==> src/rtl/caliptra_fpga_itrng_pkg.sv <==
`default_nettype none
// ============================================================================
// Module      : caliptra_fpga_itrng_pkg
// Description : Shared types and constants for the FPGA ITRNG nibble feeder:
//               the feeder FSM state encoding, the nibble width and the
//               default FIFO read-data timeout.
// Revision    : 1.0 - initial release
// ============================================================================
package caliptra_fpga_itrng_pkg;

  // Width of one entropy nibble as seen by Caliptra and the ITRNG FIFO.
  localparam int unsigned c_nibble_w = 4;

  // Default number of cycles to wait for FIFO read data after a pop.
  localparam int unsigned c_rd_timeout_default = 4;

  typedef enum logic [2:0] {
    IDLE      = 3'd0,
    POP       = 3'd1,
    WAIT_DATA = 3'd2,
    PRESENT   = 3'd3,
    HOLDOFF   = 3'd4
  } feeder_state_e;

endpackage : caliptra_fpga_itrng_pkg
`default_nettype wire

==> src/rtl/itrng_nibble_feeder.sv <==
`default_nettype none
// ============================================================================
// Module      : itrng_nibble_feeder
// Description : Paces entropy nibbles from the ITRNG FIFO to Caliptra. Each
//               request pops one nibble, waits for FIFO read data, presents it
//               for one cycle, then holds off for 'divisor' extra cycles.
//               Requests against an empty FIFO are refused and counted.
// Ports       :
//   core_clk        in   clock, all state on rising edge
//   cptra_rst_b     in   asynchronous active-low reset
//   etrng_req       in   level request for entropy
//   divisor         in   idle cycles after each delivery/refusal
//   soft_clr        in   synchronous abort/clear
//   fifo_empty      in   FIFO empty flag
//   fifo_dout       in   FIFO read data, qualified by fifo_valid
//   fifo_valid      in   FIFO read-data valid
//   fifo_rd_en      out  single-cycle FIFO pop strobe
//   itrng_data      out  nibble to Caliptra (held between deliveries)
//   itrng_valid     out  single-cycle qualifier for itrng_data
//   underrun_count  out  saturating count of refused requests
//   rd_timeout_err  out  sticky FIFO read timeout flag
// Revision    : 1.0 - initial release
// ============================================================================
module itrng_nibble_feeder
  import caliptra_fpga_itrng_pkg::*;
#(
  parameter int unsigned DIV_W      = 32,
  parameter int unsigned UCNT_W     = 16,
  parameter int unsigned RD_TIMEOUT = c_rd_timeout_default
) (
  input  logic                  core_clk,
  input  logic                  cptra_rst_b,
  input  logic                  etrng_req,
  input  logic [DIV_W-1:0]      divisor,
  input  logic                  soft_clr,
  input  logic                  fifo_empty,
  input  logic [c_nibble_w-1:0] fifo_dout,
  input  logic                  fifo_valid,
  output logic                  fifo_rd_en,
  output logic [c_nibble_w-1:0] itrng_data,
  output logic                  itrng_valid,
  output logic [UCNT_W-1:0]     underrun_count,
  output logic                  rd_timeout_err
);

  // The wait counter only needs to reach RD_TIMEOUT-1: the cycle in which it
  // holds that value without fifo_valid is the last allowed WAIT_DATA cycle.
  localparam int unsigned c_wait_w = (RD_TIMEOUT > 1) ? $clog2(RD_TIMEOUT) : 1;
  localparam logic [c_wait_w-1:0] c_wait_last = c_wait_w'(RD_TIMEOUT - 1);

  feeder_state_e         r_state;
  feeder_state_e         w_state_nxt;
  logic [DIV_W-1:0]      r_hold_cnt;
  logic [DIV_W-1:0]      w_hold_nxt;
  logic [c_wait_w-1:0]   r_wait_cnt;
  logic [c_wait_w-1:0]   w_wait_nxt;
  logic [c_nibble_w-1:0] r_data;
  logic [c_nibble_w-1:0] w_data_nxt;
  logic [UCNT_W-1:0]     r_ucnt;
  logic [UCNT_W-1:0]     w_ucnt_nxt;
  logic                  r_err;
  logic                  w_err_nxt;

  always_ff @(posedge core_clk or negedge cptra_rst_b) begin
    if (!cptra_rst_b) begin
      r_state    <= IDLE;
      r_hold_cnt <= '0;
      r_wait_cnt <= '0;
      r_data     <= '0;
      r_ucnt     <= '0;
      r_err      <= 1'b0;
    end else begin
      r_state    <= w_state_nxt;
      r_hold_cnt <= w_hold_nxt;
      r_wait_cnt <= w_wait_nxt;
      r_data     <= w_data_nxt;
      r_ucnt     <= w_ucnt_nxt;
      r_err      <= w_err_nxt;
    end
  end

  always_comb begin
    w_state_nxt = r_state;
    w_hold_nxt  = r_hold_cnt;
    w_wait_nxt  = r_wait_cnt;
    w_data_nxt  = r_data;
    w_ucnt_nxt  = r_ucnt;
    w_err_nxt   = r_err;

    if (soft_clr) begin
      // Abort whatever is in flight; the captured nibble is left as-is so
      // itrng_data keeps showing the last delivered value.
      w_state_nxt = IDLE;
      w_hold_nxt  = '0;
      w_wait_nxt  = '0;
      w_ucnt_nxt  = '0;
      w_err_nxt   = 1'b0;
    end else begin
      unique case (r_state)
        IDLE: begin
          if (etrng_req) begin
            if (!fifo_empty) begin
              w_state_nxt = POP;
            end else begin
              // Refusal is followed by a holdoff, so a sustained request is
              // counted once per holdoff period rather than every cycle.
              if (r_ucnt != {UCNT_W{1'b1}}) begin
                w_ucnt_nxt = r_ucnt + UCNT_W'(1);
              end
              w_hold_nxt  = divisor;
              w_state_nxt = HOLDOFF;
            end
          end
        end
        POP: begin
          w_wait_nxt  = '0;
          w_state_nxt = WAIT_DATA;
        end
        WAIT_DATA: begin
          if (fifo_valid) begin
            w_data_nxt  = fifo_dout;
            w_state_nxt = PRESENT;
          end else if (r_wait_cnt == c_wait_last) begin
            w_err_nxt   = 1'b1;
            w_wait_nxt  = '0;
            w_state_nxt = IDLE;
          end else begin
            w_wait_nxt = r_wait_cnt + c_wait_w'(1);
          end
        end
        PRESENT: begin
          w_hold_nxt  = divisor;
          w_state_nxt = HOLDOFF;
        end
        HOLDOFF: begin
          // A counter loaded with N gives N+1 HOLDOFF cycles, so divisor=0
          // leaves HOLDOFF the cycle after entry.
          if (r_hold_cnt == '0) begin
            w_state_nxt = IDLE;
          end else begin
            w_hold_nxt = r_hold_cnt - DIV_W'(1);
          end
        end
        default: begin
          w_state_nxt = IDLE;
        end
      endcase
    end
  end

  // Strobes decode straight from state so reset clears them immediately.
  assign fifo_rd_en     = (r_state == POP);
  assign itrng_valid    = (r_state == PRESENT);
  assign itrng_data     = r_data;
  assign underrun_count = r_ucnt;
  assign rd_timeout_err = r_err;

endmodule : itrng_nibble_feeder
`default_nettype wire

==> config.mk <==
export PLATFORM = sky130hd
export DESIGN_NAME = itrng_nibble_feeder
export DESIGN_NICKNAME = d
export VERILOG_FILES = /design/src/rtl/caliptra_fpga_itrng_pkg.sv /design/src/rtl/itrng_nibble_feeder.sv
export SDC_FILE = /design/constraint.sdc
export NUM_CORES = 1
export LEC_CHECK = 0
export ABC_CLOCK_PERIOD_IN_PS = 6400
export CORE_MARGIN = 2
export CORE_UTILIZATION = 45
export CTS_BUF_LIST = sky130_fd_sc_hd__clkbuf_8
export DETAILED_ROUTE_END_ITERATION = 10
export PLACE_DENSITY_LB_ADDON = 0.08
export SLEW_MARGIN = 20
export SYNTH_ARGS = -nofsm -noshare
export SYNTH_HDL_FRONTEND = slang
export SYNTH_SLANG_ARGS = --single-unit
export TNS_END_PERCENT = 1
==> constraint.sdc <==
create_clock -name core_clk -period 6.4 [get_ports core_clk]
set_input_delay 0.64 -clock core_clk [delete_from_list [all_inputs] [get_ports core_clk]]
set_output_delay 0.64 -clock core_clk [all_outputs]
set_load 0.02 [all_outputs]
==> summary.log <==
qor: yosys.syn_avg_cell_area 9.00 um2
qor: sta.final-setup-viol-count 0
qor: grt.grtUsageTotal 0.241
qor: setup_path.worstPathArrival 3.87 ns
qor: yosys.synth_warn 0
qor: yosys.syn_nets 449
qor: setup_path.crit_path_end_kind flip-flop
qor: route.firstDrtPassIters 5
qor: clock_network.insertion_delay 0.35 ns
qor: route.detail_route_antenna_nets 0
qor: sta.fin_tns_setup 0 ns
qor: route.post_drt_via_cell_ratio 6.33
qor: clock_network.clk_path_buf_depth 2
qor: yosys.top_cell dfrtp_1
qor: pwr.finalPower 1.09 mW
qor: layout.insertedDiodeCount 0
qor: clock_network.cts_setup_buffers 0
qor: grt.grt_max_degree 65
qor: grt.grt_remaining_overflow 0
qor: yosys.synth-main-ff-cell dfrtp_1
qor: clock_network.clockRootBuffer clkbuf_8
qor: route.drc_errors_left 0
qor: route.post_drt_wl_per_cell 17.6 um
qor: floorplan.core_util_floorplan 0.468
qor: clock_network.clkSinkCount 58
qor: yosys.enable_flop_cells 0
qor: clock_network.numCtsBuffers 9
qor: sta.finClkSkew 0.0126 ns
qor: sta.maxSlewHeadroom 0.505
qor: layout.synthToLayoutAreaGrowth 23.9%
qor: status.run_status complete, no violations
qor: clock_network.cts_hold_bufs 0
qor: yosys.syn_area 3640 um2
qor: yosys.yosys-stat-area 3640 um2
qor: sta.max_clock_freq 0.274 GHz
qor: grt.grt_pass1_vias 3278
qor: layout.area.combinational 1980 um2
qor: route.count_of_routing_violations_after_the_opening_detailed_route_iteration 314
qor: flow_run.openroad.warnings 26
qor: layout.final_layout_size_suffix_gt1_frac 0.0929
qor: setup_path.worstSetupPathType reg -> reg
qor: floorplan.row_count 32
qor: placement.place_worst_setup_slack 2.82 ns
qor: pwr.p_leak 1.84 nW
qor: floorplan.fp.coreArea 7770 um2
qor: sta.min_period_over_period 0.570
qor: placement.placedInstanceArea 4310 um2
qor: yosys.asyncSetResetFlopFracSynth 1.00
qor: sta.final_period_minus_worst_setup_slack 3.65 ns
qor: yosys.post-synth-top-area-cell dfrtp_1
qor: yosys.seq_area_frac_synth 0.399
qor: yosys.synth_largest_type_area_fraction 0.399
qor: yosys.postSynthRegisterBits 58
qor: placement.detailed_place_hpwl 6720 um
qor: route.routed_via_count 3575
qor: clock_network.post_cts_resized 0
qor: yosys.yosys-top-cells-area dfrtp_1, o221ai_1, nor2_1
qor: pwr.pwr_density_cell 243 nW/um2
qor: layout.design.final.nets 503
qor: yosys.yosys-top-cells-count dfrtp_1, nor2_1, nand2_1
qor: placement.gp_congestion 0.931
qor: layout.postLayoutCellArea 4510 um2
qor: yosys.synth_stat.cells 404
qor: clock_network.clkSlewWorstSetupHoldPaths 0.07 ns
qor: layout.final_util 0.580
qor: sta.grt_setup_unrepaired no
qor: floorplan.chip_area 8820 um2
qor: sta.worst_pin_slew 0.742 ns
qor: clock_network.cts-htree-levels 3
qor: setup_path.critical_path.startpoint_type flip-flop
qor: flow_run.drv_cap 0
qor: pwr.ir_drop 165 uV
qor: sta.worst_slack 2.75 ns
qor: yosys.synth.lib_cells_used.distinct 58
qor: layout.register_area 1450 um2
qor: floorplan.ios 65
qor: setup_path.critical_path_required 6.62 ns
qor: min_path.min_path_type in -> async
qor: setup_path.critPathMaxFanout 24
qor: clock_network.clock_tree_from_tritoncts yes
qor: grt.grt_pass1_wl 16700 um
qor: yosys.netlist_instances 404
qor: grt.antenna_violations_before_repair 0
qor: sta.timing_hold_violations_final 0
qor: sta.maxSlewViolCount 0
qor: route.routed_wl 9940 um
per-stage QoR:
stage                     instances  hold slack, ns
after global placement          549           0.479
after floorplan                 404           0.344
after global routing            565           0.489
after detailed placement        549           0.485
after CTS                       565           0.471
final                           565           0.438
cells by family (layout without fill, tap and decap cells):
family,after synthesis,after routing,share of synthesized area
buffers and inverters,47,106,0.0564
DFF,58,58,0.399
and+or+nand+nor,171,171,0.259
xor gates and xnor gates,12,12,0.0289
AOI/OAI and AO/OA,108,108,0.231
muxes,5,5,0.0155
adders and majority gates,3,3,0.0103
cell type report:
class | instances | share of cell area
Multi-Input combinational cell | 299 | 0.439
Sequential cell | 58 | 0.322
Timing Repair Buffer | 69 | 0.149
Clock buffer | 10 | 0.0305
Tap cell | 102 | 0.0283
Inverter | 21 | 0.0175
Clock inverter | 6 | 0.0128
critical path, stage by stage, from the launching register on:
cell and delay [ns]:
dfrtp_1 0.45, or4_1 0.59, nand4bb_1 0.58, or4_4 0.85, nand2_1 0.48, inv_2 0.22
a221o_1 0.34
placed cells by master, fill, tap and decap left out, types with 3 or more instances in the layout:
cell	count
a21oi_1	20
a221o_1	12
a22oi_1	5
a31oi_1	3
a32oi_1	3
and2_1	3
and4_1	5
buf_4	5
clkbuf_8	10
clkdlybuf4s50_1	63
clkinv_2	3
dfrtp_1	58
ha_1	3
inv_1	21
mux2_2	5
nand2_1	33
nand3_1	15
nand4_1	5
nand4bb_1	3
nor2_1	37
nor3_1	20
nor3b_1	7
nor4_1	10
o2111a_1	6
o2111ai_1	6
o21ai_0	7
o221ai_1	16
o31ai_1	8
o41ai_1	5
or2_2	9
or3_1	3
or4_1	9
xnor2_1	10
state kept, by name, summed over array words and instances, names as in the netlist:
signal          flops
itrng_data          4
r_hold_cnt         32
r_state             3
r_wait_cnt          2
rd_timeout_err      1
underrun_count     16
worst paths after layout:
path	endpoint	cells after the start	slack, ns	start
hold / removal	r_wait_cnt[0]	2	0.44	cptra_rst_b
setup reg to reg	r_hold_cnt[15]	6	2.75	r_hold_cnt[12]
setup / recovery	r_hold_cnt[15]	6	2.75	r_hold_cnt[12]
hold reg to reg	rd_timeout_err	2	0.50	rd_timeout_err
max in group asynchronous	r_hold_cnt[24]	2	5.47	cptra_rst_b
min in group core_clk	rd_timeout_err	2	0.50	rd_timeout_err
metal layers:
metal  global-route usage  up-vias  wire [um]
li1                     -     1670          -
met1                0.322     1735       4380
met2                0.399      153       4790
met3               0.0490       17        628
met4               0.0628        0        144
met5                    0        -          0
report_power, final:
part | switching, mW | total [mW] | internal [mW]
clock | 0.156 | 0.343 | 0.188
sequential | 0.0328 | 0.431 | 0.398
combinational | 0.198 | 0.320 | 0.122
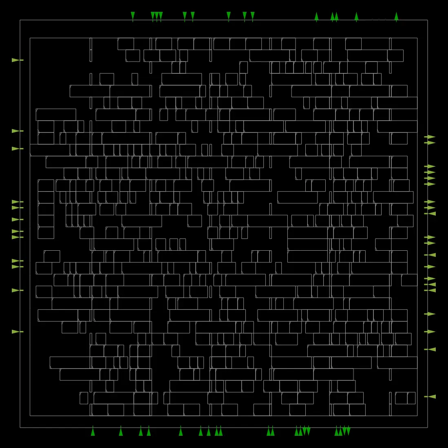
**Above:** cell outlines without signal wires.
number of filler instances in the final layout: 694
final instance count without filler cells: 565

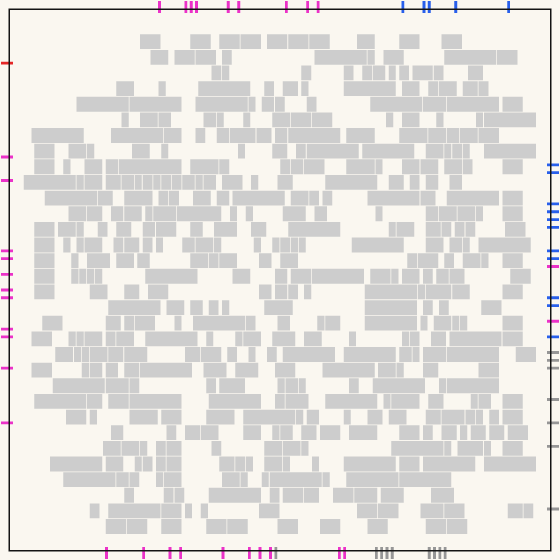
**Above:** pin placement.
Pins as bars across the die edge, other pins in gray.
[magenta] divisor | pins: 32 | direction: input | edge: 11 west, 10 south, 9 north, 2 east
[blue] underrun_count | pins: 16 | direction: output | edge: 11 east, 5 north
[red] core_clk | pins: 1 | direction: input | edge: west
all pins by edge: 20 east, 19 south, 14 north, 12 west
width of the die: 93.9 um
Port-buffer cells: 64

No activity file was given, so power comes from the tool's default toggle rates.
